[src/rtl/riscvibe_pkg.sv]
// Shared encodings for the pipeline memory stage: funct3 codes, access sizes,
// FSM states and fault causes.
package riscvibe_pkg;

  localparam logic [2:0] F3_LB  = 3'b000;
  localparam logic [2:0] F3_LH  = 3'b001;
  localparam logic [2:0] F3_LW  = 3'b010;
  localparam logic [2:0] F3_LBU = 3'b100;
  localparam logic [2:0] F3_LHU = 3'b101;
  localparam logic [2:0] F3_SB  = 3'b000;
  localparam logic [2:0] F3_SH  = 3'b001;
  localparam logic [2:0] F3_SW  = 3'b010;

  typedef enum logic {MEM_IDLE, MEM_WAIT_RESP} mem_state_e;
  typedef enum logic [1:0] {SZ_B, SZ_H, SZ_W} mem_size_e;

  localparam logic [1:0] FAULT_NONE        = 2'b00;
  localparam logic [1:0] FAULT_LD_MISALIGN = 2'b01;
  localparam logic [1:0] FAULT_ST_MISALIGN = 2'b10;
  localparam logic [1:0] FAULT_TIMEOUT     = 2'b11;

  // Unknown funct3 codes fall back to a full-word access.
  function automatic mem_size_e access_size(input logic [2:0] f3, input logic is_store);
    access_size = SZ_W;
    if (is_store) begin
      case (f3)
        F3_SB:   access_size = SZ_B;
        F3_SH:   access_size = SZ_H;
        default: access_size = SZ_W;
      endcase
    end else begin
      case (f3)
        F3_LB, F3_LBU: access_size = SZ_B;
        F3_LH, F3_LHU: access_size = SZ_H;
        default:       access_size = SZ_W;
      endcase
    end
  endfunction

endpackage

[src/rtl/mem_data_align.sv]
// Store lane replication / byte enables and load lane extraction / extension.
module mem_data_align
  import riscvibe_pkg::*;
(
  input  mem_size_e   size_i,
  input  logic        unsigned_i,
  input  logic [1:0]  offset_i,
  input  logic [31:0] st_data_i,
  input  logic [31:0] ld_word_i,
  output logic [31:0] st_wdata_o,
  output logic [3:0]  st_be_o,
  output logic [31:0] ld_data_o
);

  logic [31:0] ld_shift;
  logic [7:0]  ld_byte;
  logic [15:0] ld_half;

  assign ld_shift = ld_word_i >> {offset_i, 3'b000};
  assign ld_byte  = ld_shift[7:0];
  assign ld_half  = offset_i[1] ? ld_word_i[31:16] : ld_word_i[15:0];

  always_comb begin
    st_wdata_o = st_data_i;
    st_be_o    = 4'b1111;
    ld_data_o  = ld_word_i;
    case (size_i)
      SZ_B: begin
        st_wdata_o = {4{st_data_i[7:0]}};
        st_be_o    = 4'b0001 << offset_i;
        ld_data_o  = unsigned_i ? {24'b0, ld_byte} : {{24{ld_byte[7]}}, ld_byte};
      end
      SZ_H: begin
        st_wdata_o = {2{st_data_i[15:0]}};
        st_be_o    = 4'b0011 << {offset_i[1], 1'b0};
        ld_data_o  = unsigned_i ? {16'b0, ld_half} : {{16{ld_half[15]}}, ld_half};
      end
      default: begin
        st_wdata_o = st_data_i;
        st_be_o    = 4'b1111;
        ld_data_o  = ld_word_i;
      end
    endcase
  end

endmodule

[src/rtl/mem_stage.sv]
// Pipeline MEM stage: data-memory handshake, stall generation, response
// timeout and the MEM/WB register.
//   state         | meaning
//   MEM_IDLE      | no load outstanding; requests issued combinationally
//   MEM_WAIT_RESP | load accepted, waiting for response or timeout
module mem_stage
  import riscvibe_pkg::*;
#(
  parameter int XLEN           = 32,
  parameter int TIMEOUT_CYCLES = 256
) (
  input  logic            clk,
  input  logic            rst,
  input  logic            ex_mem_valid,
  input  logic [XLEN-1:0] ex_mem_alu_result,
  input  logic [XLEN-1:0] ex_mem_rs2_data,
  input  logic [4:0]      ex_mem_rd_addr,
  input  logic            ex_mem_reg_write,
  input  logic            ex_mem_mem_read,
  input  logic            ex_mem_mem_write,
  input  logic [2:0]      ex_mem_funct3,
  output logic            dmem_req_valid,
  input  logic            dmem_req_ready,
  output logic            dmem_req_we,
  output logic [XLEN-1:0] dmem_req_addr,
  output logic [XLEN-1:0] dmem_req_wdata,
  output logic [3:0]      dmem_req_be,
  input  logic            dmem_resp_valid,
  input  logic [XLEN-1:0] dmem_resp_rdata,
  output logic            mem_stall,
  output logic            mem_wb_valid,
  output logic [4:0]      mem_wb_rd_addr,
  output logic            mem_wb_reg_write,
  output logic [XLEN-1:0] mem_wb_wdata,
  output logic            mem_wb_fault,
  output logic [1:0]      mem_wb_fault_cause
);

  localparam int CNT_W = $clog2(TIMEOUT_CYCLES);

  mem_state_e       state_q, state_d;
  logic [CNT_W-1:0] cnt_q, cnt_d;
  mem_size_e        size;
  logic             access, misalign, fault;
  logic [1:0]       cause;
  logic [XLEN-1:0]  ld_data;

  assign access   = ex_mem_valid & (ex_mem_mem_read | ex_mem_mem_write);
  assign size     = access_size(ex_mem_funct3, ex_mem_mem_write);
  assign misalign = access & (((size == SZ_H) & ex_mem_alu_result[0]) |
                              ((size == SZ_W) & (ex_mem_alu_result[1:0] != 2'b00)));

  assign dmem_req_valid = !rst & (state_q == MEM_IDLE) & access & !misalign;
  assign dmem_req_we    = ex_mem_mem_write;
  assign dmem_req_addr  = {ex_mem_alu_result[XLEN-1:2], 2'b00};

  mem_data_align u_align (
    .size_i     (size),
    .unsigned_i (ex_mem_funct3[2]),
    .offset_i   (ex_mem_alu_result[1:0]),
    .st_data_i  (ex_mem_rs2_data),
    .ld_word_i  (dmem_resp_rdata),
    .st_wdata_o (dmem_req_wdata),
    .st_be_o    (dmem_req_be),
    .ld_data_o  (ld_data)
  );

  always_comb begin
    state_d   = state_q;
    cnt_d     = cnt_q;
    mem_stall = 1'b0;
    cause     = FAULT_NONE;
    if (!rst) begin
      case (state_q)
        MEM_IDLE: begin
          if (misalign) cause = ex_mem_mem_write ? FAULT_ST_MISALIGN : FAULT_LD_MISALIGN;
          if (dmem_req_valid) begin
            // An accepted store retires now; everything else holds the pipe.
            mem_stall = !(dmem_req_ready & ex_mem_mem_write);
            if (dmem_req_ready & ex_mem_mem_read) begin
              state_d = MEM_WAIT_RESP;
              cnt_d   = '0;
            end
          end
        end
        MEM_WAIT_RESP: begin
          if (dmem_resp_valid) begin
            state_d = MEM_IDLE;
            cnt_d   = '0;
          end else if (cnt_q == CNT_W'(TIMEOUT_CYCLES - 1)) begin
            state_d = MEM_IDLE;
            cnt_d   = '0;
            cause   = FAULT_TIMEOUT;
          end else begin
            mem_stall = 1'b1;
            cnt_d     = cnt_q + CNT_W'(1);
          end
        end
        default: state_d = MEM_IDLE;
      endcase
    end
  end

  assign fault = (cause != FAULT_NONE);

  always_ff @(posedge clk) begin
    if (rst) begin
      state_q            <= MEM_IDLE;
      cnt_q              <= '0;
      mem_wb_valid       <= 1'b0;
      mem_wb_rd_addr     <= '0;
      mem_wb_reg_write   <= 1'b0;
      mem_wb_wdata       <= '0;
      mem_wb_fault       <= 1'b0;
      mem_wb_fault_cause <= FAULT_NONE;
    end else begin
      state_q <= state_d;
      cnt_q   <= cnt_d;
      if (mem_stall || !ex_mem_valid) begin
        mem_wb_valid       <= 1'b0;
        mem_wb_rd_addr     <= '0;
        mem_wb_reg_write   <= 1'b0;
        mem_wb_wdata       <= '0;
        mem_wb_fault       <= 1'b0;
        mem_wb_fault_cause <= FAULT_NONE;
      end else begin
        mem_wb_valid       <= 1'b1;
        mem_wb_rd_addr     <= ex_mem_rd_addr;
        mem_wb_reg_write   <= ex_mem_reg_write & !fault;
        mem_wb_wdata       <= (ex_mem_mem_read & !fault) ? ld_data : ex_mem_alu_result;
        mem_wb_fault       <= fault;
        mem_wb_fault_cause <= cause;
      end
    end
  end

endmodule

[config.mk]
export PLATFORM = sky130hd
export DESIGN_NAME = mem_stage
export DESIGN_NICKNAME = d
export VERILOG_FILES = /design/src/rtl/riscvibe_pkg.sv /design/src/rtl/mem_data_align.sv /design/src/rtl/mem_stage.sv
export SDC_FILE = /design/constraint.sdc
export NUM_CORES = 1
export LEC_CHECK = 0
export CORE_AREA = 4 4 104 106
export CTS_CLUSTER_DIAMETER = 100
export DETAILED_ROUTE_END_ITERATION = 8
export DIE_AREA = 0 0 108 110
export GPL_TIMING_DRIVEN = 0
export PLACE_DENSITY = 0.8
export SYNTH_ARGS = -nofsm -noshare
export SYNTH_HDL_FRONTEND = slang
export SYNTH_SLANG_ARGS = --single-unit
[constraint.sdc]
create_clock -name clk -period 2.2 [get_ports clk]
set_input_delay 0.44 -clock clk [delete_from_list [all_inputs] [get_ports clk]]
set_output_delay 0.44 -clock clk [all_outputs]
set_load 0.01 [all_outputs]
**Run 1: where the registers sit**

(2 px per micron)
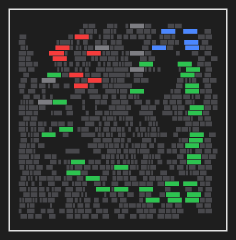
legend:
  cnt_q:
    colour: red
    flops: 8
  mem_wb_rd_addr:
    colour: blue
    flops: 5
    where: top right
  mem_wb_wdata:
    colour: green
    flops: 32
not coloured: 6
P_seq: 0.964 mW
Util after Layout: 64.1%

**Run 1: port wiring**

(3 px per micron)
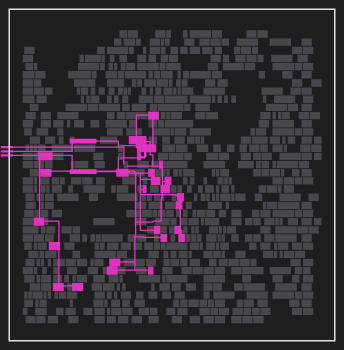
legend:
  ex_mem_funct3:
    colour: magenta
    bits: 3
    direction: input
    end_cells: 27
    buffers: 5
    wire: 463 microns

==> flow_summary.json, run 1 <==
{
  "status": "finished, violations left",
  "violations": "design-rule violations",
  "required_ns": 1.76,
  "root_buffer": "clkbuf_8",
  "clockBufferDepth": 2,
  "critPathCaptureType": "primary output",
  "reg2reg_from": "cnt_q[0]",
  "dp_hpwl_microns": 11500,
  "fp-utilization_pct": 37.4,
  "first_iter_violations": 189,
  "numCtsBuffers": 5,
  "rrSetupSlack_ns": 0.17,
  "arrival_ns": 1.74,
  "reg2regPathDepth": 7,
  "yosysUniqueCellTypes": 63,
  "grt_overflow": 0,
  "cp_common_cell": "buf_2",
  "met2_usage_pct": 43.9,
  "m1WireLength_microns": 5130,
  "syn_avg_cell_area_sq_um": 8.28,
  "finalInstanceArea_sq_mm": 0.00627,
  "setup_tns_ns": 0,
  "wl_met2_microns": 7270,
  "routed.top_layer": "met5",
  "cp-endpoint": "mem_stall",
  "seq_area_sq_mm": 0.00102,
  "switching_power_mw": 0.800,
  "layout_top_cell": "clkdlybuf4s50_1",
  "coreArea_sq_mm": 0.00977,
  "cellLeakagePower_nw": 2.47,
  "p_comb_mw": 1.03,
  "power_frac_seq_pct": 36.9,
  "finalSetupViolCount": 0,
  "nMultiInputCombCells": 312,
  "ys_warn_count": 0,
  "nNonClkBuffers": 304,
  "flop-count": 51,
  "cap_violations": 0,
  "synth_flops": 51,
  "worstPathCellList": "buf_2 -> a221o_1 -> o21ai_4 -> nor4b_4 -> buf_4 -> a21oi_1 -> nor2_1 -> buf_2",
  "critPathLaunch": "ex_mem_funct3[2]",
  "area_growth_syn_to_layout_pct": 71.2,
  "pre_cts_slack_ns": -1.26,
  "comb_power_share_pct": 39.6,
  "clkbuf_count": 7,
  "fillers": 852,
  "antenna_found_initial": 2,
  "htree_levels": 2,
  "placedInstanceArea_sq_mm": 0.00602,
  "edf_count": 0,
  "hold_viol_final": 0,
  "clock_area_share_pct": 1.66,
  "maxPowerGroup": "combinational logic",
  "yosysSeqAreaShare_pct": 27.9,
  "drv_slew": 0,
  "fin_worst_skew_ns": 0.0112,
  "p_total_mw": 2.61,
  "p_sw_share_pct": 30.6,
  "grt_pass1_vias": 4435,
  "gr-max-usage-layer": "met2",
  "critPathMaxStageDelay_ns": 0.37,
  "ys_cells": 442,
  "clkPwrFrac_pct": 23.6,
  "sh_seq_area_pct": 16.3,
  "startpoint_type": "primary input",
  "gp_congestion": 0.922,
  "synth_area_sq_mm": 0.00366,
  "worst_pin_slew_ns": 0.600,
  "fmax_ghz": 0.459,
  "p_int_mw": 1.81,
  "setup_ws_ns": 0.0209,
  "drc_errors": 2,
  "p_clk_mw": 0.616,
  "die_area_sq_mm": 0.0119,
  "p_per_area_mw_per_mm2": 417,
  "r2r_end": "mem_wb_wdata[1]",
  "critPathMaxFanout": 5,
  "clkTransAtPathRegs_ns": 0.10,
  "combGateArea_sq_mm": 0.00207,
  "path_depth": 8,
  "ys_chip_area_sq_mm": 0.00366,
  "cp_slowest_cell": "a221o_1",
  "largest_cell_class": "buffers",
  "peakVddDrop_mv": 0.308,
  "rsz0062_at_grt": "true",
  "finalClockPeriodUsage_pct": 99.1,
  "ios": 225,
  "use_met3_pct": 7.28,
  "nNonClkInverters": 4,
  "via_per_inst": 5.22,
  "syn-instance-count": 442,
  "drive_above_1_share_pct": 25.5,
  "routedWlPerCell_microns": 17.7,
  "diodes": 0,
  "final-nonclk-buf-share_pct": 45.8,
  "totalWireLength_microns": 14400,
  "crit_buf_inv": 3,
  "dr_wl_met3_microns": 1520,
  "ff_type": "dfxtp_1",
  "taps": 133,
  "sh_comb_area_pct": 33.1,
  "openroad.warnings": 27,
  "hold_slack_ns": 0.388,
  "use_met1_pct": 25.6,
  "maxSlewHeadroom_pct": 59.5,
  "fp-row-count": 36,
  "grt_pass1_wl_microns": 22100,
  "lay_top_cells": "clkdlybuf4s50_1, nand2_1, buf_4, dfxtp_1, nor2_1",
  "cts_tree": "done"
}
**Run 1: pin placement**

(2 px per micron) Pins as bars across the die edge, other pins in grey.
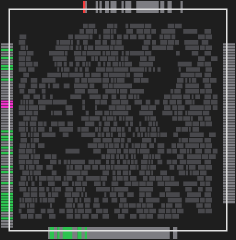
legend:
  ex_mem_rs2_data:
    colour: green
    pins: 32
    direction: input
    edge: 21 left, 11 bottom
  ex_mem_funct3:
    colour: magenta
    pins: 3
    direction: input
    edge: left
  ex_mem_mem_write:
    colour: red
    pins: 1
    direction: input
    edge: top
height of the die: 110 microns
number of port buffers: 218
die width: 108 microns

**Run 1: wiring by layer**

(3 px per micron)
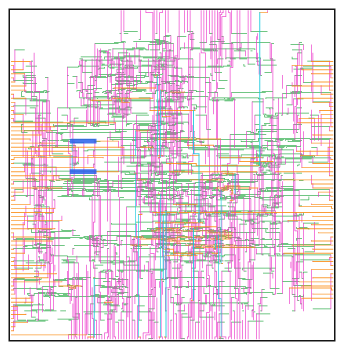
legend:
  metal 5:
    colour: blue
    wire_length: 14.7 microns
  metal 1:
    colour: green
    wire_length: 5130 microns
  metal 3:
    colour: orange
    wire_length: 1520 microns
  metal 4:
    colour: cyan
    wire_length: 443 microns
  metal 2:
    colour: magenta
    wire_length: 7270 microns
Vias: 4236
all-layer global routing usage: 23.8%

-- run 1: timing repair --
action,in CTS,in global routing
resized,90,13
pin swaps,3,3
hold buffers,0,0
setup endpoints to repair,30,14
buffers inserted,10,1
gates cloned,0,0
-- run 1: sequential cells by signal, summed over array words and instances, names as in the netlist --
name	cells
mem_wb_fault	1
mem_wb_rd_addr	5
mem_wb_fault_cause	2
mem_wb_reg_write	1
mem_wb_valid	1
cnt_q	8
mem_wb_wdata	32
state_q	1
-- run 1: cell families after synthesis --
family / count (synthesis) / share of synthesized area [%]
multiplexers: 21 / 6.43
AND/OR/NAND/NOR: 165 / 23.6
AND-OR/OR-AND: 123 / 24.7
flip-flops: 51 / 27.9
other: 1 / 0.102
buffers and inverters: 80 / 17.0
adder cells (fa/ha/maj): 1 / 0.342
-- run 1: how the worst min path moves through the flow --
stage / start / end / slack (ns) / depth (start not counted)
floorplan: cnt_q[7] / cnt_q[7] / 0.46 / 1
global placement: cnt_q[7] / cnt_q[7] / 0.49 / 1
detailed placement: cnt_q[7] / cnt_q[7] / 0.52 / 1
CTS: ex_mem_alu_result[0] / mem_wb_wdata[0] / 0.38 / 3
global route: ex_mem_alu_result[0] / mem_wb_wdata[0] / 0.39 / 3
finish: ex_mem_alu_result[0] / mem_wb_wdata[0] / 0.39 / 3
-- run 1: per-stage QoR --
stage	util, %	instances
finish	64.1	812
global route	64.1	812
CTS	64.1	811
detailed placement	61.6	794
global placement	61.6	794
floorplan	-	443
-- run 1: Yosys cell counts (11+ instances only) --
cell,instances,area share (%)
a21oi_1,21,2.9
a21oi_2,12,2.9
buf_4,42,8.6
o21ai_0,18,2.5
a31oi_1,11,1.9
nor2_1,40,4.1
dfxtp_1,51,28
nand2_1,54,5.5
a211oi_1,20,4.1
nor3_2,15,4.1
==> run 2: changes to the inputs <==
- ABC_AREA: unset -> 1
- CORE_AREA: 4 4 104 106 -> 4 4 105 107
- DIE_AREA: 0 0 108 110 -> 0 0 109 111
- PLACE_DENSITY: 0.8 -> 0.81
==> flow_summary.json, run 2 <==
{
  "die_area_sq_mm": 0.0121,
  "startpoint_type": "primary input",
  "htree_levels": 2,
  "lay_top_cells": "nand2_1, clkdlybuf4s50_1, inv_1, nor2_1, dfxtp_1",
  "ys_cells": 677,
  "top_area_share_pct": 26.3,
  "clockBufferDepth": 2,
  "diodes": 0,
  "critPathLaunch": "ex_mem_funct3[0]",
  "status": "finished clean",
  "reg2regPathDepth": 11,
  "clkTransAtPathRegs_ns": 0.09,
  "min_to": "cnt_q[1]",
  "fillers": 915,
  "p_comb_mw": 1.05,
  "p_per_area_mw_per_mm2": 417,
  "grt_overflow": 0,
  "cellLeakagePower_nw": 3.22,
  "comb_power_share_pct": 39.2,
  "die_w_microns": 109,
  "hold_path_depth": 2,
  "drv_slew": 0,
  "finalInstanceArea_sq_mm": 0.00640,
  "simple_gate_share_pct": 38.4,
  "largest_reg_flops": 32,
  "area_growth_syn_to_layout_pct": 64.9,
  "critPathMaxFanout": 9,
  "clkPwrFrac_pct": 24.3,
  "synth_area_sq_mm": 0.00388,
  "required_ns": 1.76,
  "wl_met2_microns": 6900,
  "cts_tree": "done",
  "io_buffers": 219,
  "root_buffer": "clkbuf_8",
  "finalSetupViolCount": 0,
  "hp-start": "rst",
  "cts_resized": 126,
  "ys_sh_aoi_pct": 11.1,
  "power_frac_seq_pct": 36.5,
  "routed.top_layer": "met4",
  "rrSetupSlack_ns": 0.32,
  "regMostFlops": "mem_wb_wdata",
  "fp-utilization_pct": 38.3,
  "synthTopLogicFamily": "simple AND/OR/NAND/NOR gates",
  "adder_share_pct": 0.323,
  "drive_above_1_share_pct": 14.2,
  "yosysUniqueCellTypes": 29,
  "worstPathCellList": "clkdlybuf4s50_1 -> inv_2 -> buf_4 -> nor2_4 -> clkinv_4 -> o211ai_1 -> buf_2",
  "finalClockPeriodUsage_pct": 97.5,
  "critPathCaptureType": "primary output",
  "r2r_end": "mem_wb_wdata[22]",
  "ys_top_cells_by_count": "nand2_1, inv_1, nor2_1",
  "dr_wl_met3_microns": 1340,
  "m1WireLength_microns": 5190,
  "fp.dieH_microns": 111,
  "cts_hold_buf": 0,
  "cp_slowest_cell": "clkdlybuf4s50_1",
  "ios": 225,
  "numCtsBuffers": 5,
  "reg_top3": "mem_wb_wdata: 32 flops, cnt_q: 8 flops, mem_wb_rd_addr: 5 flops",
  "antenna_found_initial": 0,
  "grt_pass1_wl_microns": 22000,
  "edf_count": 0,
  "hold_viol_final": 0,
  "ys_chip_area_sq_mm": 0.00388
}
[run 2: cell count changes in the layout (fill, tap and decap cells not counted), sizes merged, moves of 11 or more]
| cell | change |
|---|---|
| a211oi | -21 |
| a21oi | -14 |
| a31oi | -11 |
| dlygate4sd2 | -11 |
| inv | +107 |
| nand2 | +156 |
| nand3 | +20 |
| nand4 | +15 |
| nor2 | +54 |
| nor3 | -22 |
| o21ai | +22 |
[run 2: worst register-to-register path: stages, from the launching register on]
cell and delay [ns]:
dfxtp_1 0.38, ha_1 0.20, nand2_1 0.09, nor2_2 0.13, nand2_1 0.11, a21oi_2 0.19, nand2_2 0.16, nand3_4 0.16
buf_4 0.19, nand2_1 0.06, nand2_1 0.06, nor2_1 0.04
[run 2: routing by layer]
metal  up-vias  track usage, %
met5         -               0
met4         0            7.49
met3        31            5.59
met2       241            40.5
met1      2103            25.3
li1       2478               -
[run 2: metrics by stage]
stage                     utilization [%]  total power, mW  hold slack, ns  setup TNS [ns]  setup slack [ns]
after global routing                 63.1             2.82           0.436         -0.0320           -0.0160
after global placement               61.6             2.04           0.467          -41.00             -1.32
after floorplan                         -             1.49           0.460               0             0.353
final                                63.1             2.67           0.431               0            0.0554
after CTS                            63.8             2.70           0.430               0           0.00161
after detailed placement             61.6             2.05           0.481          -41.70             -1.30
[run 2: area by class of cell]
cell class | count | area, sq um | share of cell area [%]
Sequential cell | 51 | 1020 | 16.0
Tap cell | 136 | 170 | 2.66
Buffer | 71 | 584 | 9.14
Multi-Input combinational cell | 443 | 1980 | 30.9
Timing Repair Buffer | 223 | 2110 | 33.0
Clock buffer | 6 | 72.6 | 1.13
Inverter | 112 | 429 | 6.71
Clock inverter | 1 | 30.0 | 0.469
**Run 2: where the registers sit**

(2 px per micron)
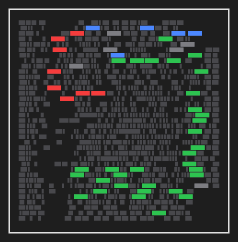
sequential share of cell area: 16.0%
Flop area: 0.00102 sq mm
P_seq: 0.974 mW

**Run 2: port wiring**

(3 px per micron)
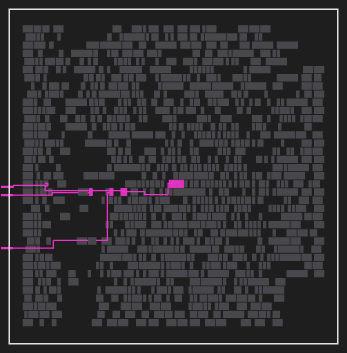

==> run 3: changes to the inputs <==
- SETUP_SLACK_MARGIN: unset -> 0.05
**Run 3: port wiring**

(3 px per micron)
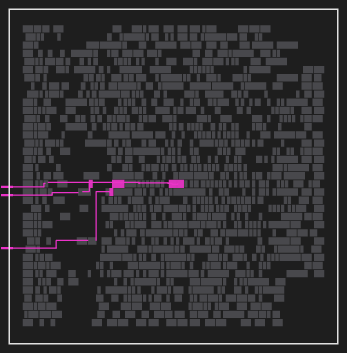
number of port buffers: 219
# IOs: 225

==> flow_summary.json, run 3 <==
{
  "combGateArea_sq_mm": 0.00201,
  "finalClockPeriodUsage_pct": 94.8,
  "setup_tns_ns": 0,
  "worstPathCellList": "dlygate4sd2_1 -> buf_4 -> buf_4 -> o21ai_0 -> inv_1 -> dlygate4sd2_1",
  "top_area_share_pct": 26.3,
  "nMultiInputCombCells": 443,
  "ff_type": "dfxtp_1",
  "final-nonclk-buf-share_pct": 42.4,
  "area_growth_syn_to_layout_pct": 67.1,
  "use_met3_pct": 5.07,
  "ys_chip_area_sq_mm": 0.00388,
  "reg2regPathDepth": 11,
  "fp-utilization_pct": 38.3,
  "met2_usage_pct": 40.7,
  "critPathMaxFanout": 10,
  "hold_viol_final": 0,
  "cts_tree": "done",
  "yosysUniqueCellTypes": 29,
  "sh_comb_area_pct": 31.0,
  "seq_area_sq_mm": 0.00102,
  "status": "finished clean",
  "ys_cells": 677,
  "cp_slowest_cell": "dlygate4sd2_1",
  "flop-count": 51,
  "wl_met2_microns": 6930,
  "p_per_area_mw_per_mm2": 414,
  "clkbuf_count": 6,
  "regMostFlops": "mem_wb_wdata",
  "cellLeakagePower_nw": 3.27,
  "hp-start": "rst",
  "rrSetupSlack_ns": 0.28,
  "die_w_microns": 109,
  "gr-max-usage-layer": "met2",
  "htree_levels": 2,
  "sh_seq_area_pct": 15.8,
  "dr_wl_met3_microns": 1270,
  "setup_ws_ns": 0.115,
  "nNonClkBuffers": 299,
  "edf_count": 0,
  "clkTransAtPathRegs_ns": 0.09,
  "fp.dieH_microns": 111,
  "postRouteAntennaNets": 0,
  "lay_top_cells": "nand2_1, clkdlybuf4s50_1, inv_1, nor2_1, buf_4",
  "clockBufferDepth": 2,
  "largest_reg_flops": 32,
  "finalInstanceArea_sq_mm": 0.00648,
  "numCtsBuffers": 5,
  "hold_path_depth": 2,
  "startpoint_type": "primary input",
  "syn-instance-count": 677,
  "fin_worst_skew_ns": 0.00703,
  "root_buffer": "clkbuf_8",
  "taps": 136,
  "p_total_mw": 2.68,
  "required_ns": 1.76,
  "nNonClkInverters": 112,
  "r2r_end": "mem_wb_wdata[22]",
  "m1WireLength_microns": 5290,
  "largest_cell_class": "buffers",
  "grt_pass1_wl_microns": 22100,
  "critPathCaptureType": "primary output",
  "antenna_found_initial": 0,
  "finalSetupViolCount": 0,
  "die_area_sq_mm": 0.0121,
  "place_inst": 1033,
  "fillers": 907,
  "synth_area_sq_mm": 0.00388,
  "routed.top_layer": "met4",
  "use_met1_pct": 25.4,
  "drv_slew": 0,
  "diodes": 0,
  "drive_above_1_share_pct": 15.5,
  "reg_top3": "mem_wb_wdata: 32 flops, cnt_q: 8 flops, mem_wb_rd_addr: 5 flops",
  "clock_area_share_pct": 1.58,
  "ys_top_cells_by_count": "nand2_1, inv_1, nor2_1",
  "rsz0062_at_grt": "false",
  "gp_congestion": 0.919,
  "min_to": "cnt_q[1]",
  "ys_warn_count": 0,
  "pre_cts_slack_ns": -1.30
}
## run 3: cell counts after synthesis
No cell type changed its count.
## run 3: per-stage QoR
step	utilization, %	hold WS (ns)
2_1_floorplan	-	0.460
3_3_place_gp	61.6	0.467
3_5_place_dp	61.6	0.481
4_1_cts	63.4	0.430
5_1_grt	63.9	0.436
6_report	63.9	0.434
## run 3: power by group
part	total, mW	leakage [nW]	internal, mW	switching (mW)
Sequential	0.974	0.417	0.964	0.0100
Clock	0.644	0.0513	0.334	0.310
Combinational	1.06	2.80	0.567	0.498
## run 3: logic make-up after synthesis
group | after synthesis | synth area share, %
buffers and inverters | 184 | 23.5
AND-OR/OR-AND | 79 | 11.1
other | 1 | 0.0967
AND/OR/NAND/NOR | 360 | 38.4
XOR/XNOR | 1 | 0.226
flip-flops | 51 | 26.3
adder cells (fa/ha/maj) | 1 | 0.323
## run 3: timing repair
item                                   CTS  global route
buffers inserted                         4             4
pin swaps                                2             3
resized                                150            17
setup endpoints to repair               46            29
endpoints found under the hold margin    0             0
hold buffers                             0             0
## run 3: worst max path at each step
stage	from	to	slack (ns)	cells after the start
final	ex_mem_alu_result[1]	dmem_req_be[2]	0.11	6
after global routing	cnt_q[0]	mem_stall	0.07	7
after CTS	ex_mem_funct3[0]	dmem_req_be[2]	0.06	8
after floorplan	ex_mem_mem_write	dmem_req_wdata[16]	0.35	7
after detailed placement	ex_mem_mem_write	dmem_req_wdata[23]	-1.30	9
after global placement	ex_mem_mem_write	dmem_req_wdata[25]	-1.32	8
## run 3: worst reg2reg max path, delay by kind of cell, from the launching register on
kind            cells  cell delay [ns]
fa+ha+maj           1             0.20
flops               1             0.38
buf+inv             1             0.19
simple gates        8             0.83
compound gates      1             0.20

==> gallery <==
Routing congestion map.
image #1
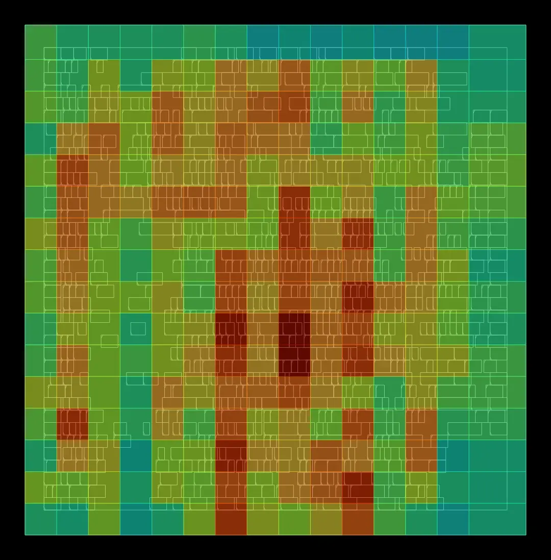
image #2
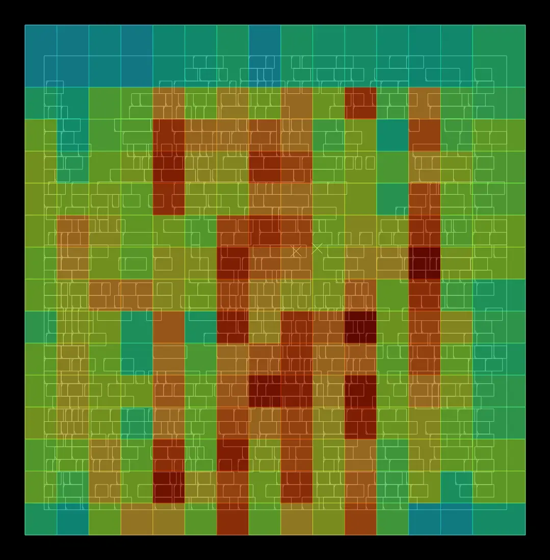
For run 1, see image #2.
For run 3, see image #1.
Of these, most wire per cell: image #2

Power and IR drop assume default switching activity.
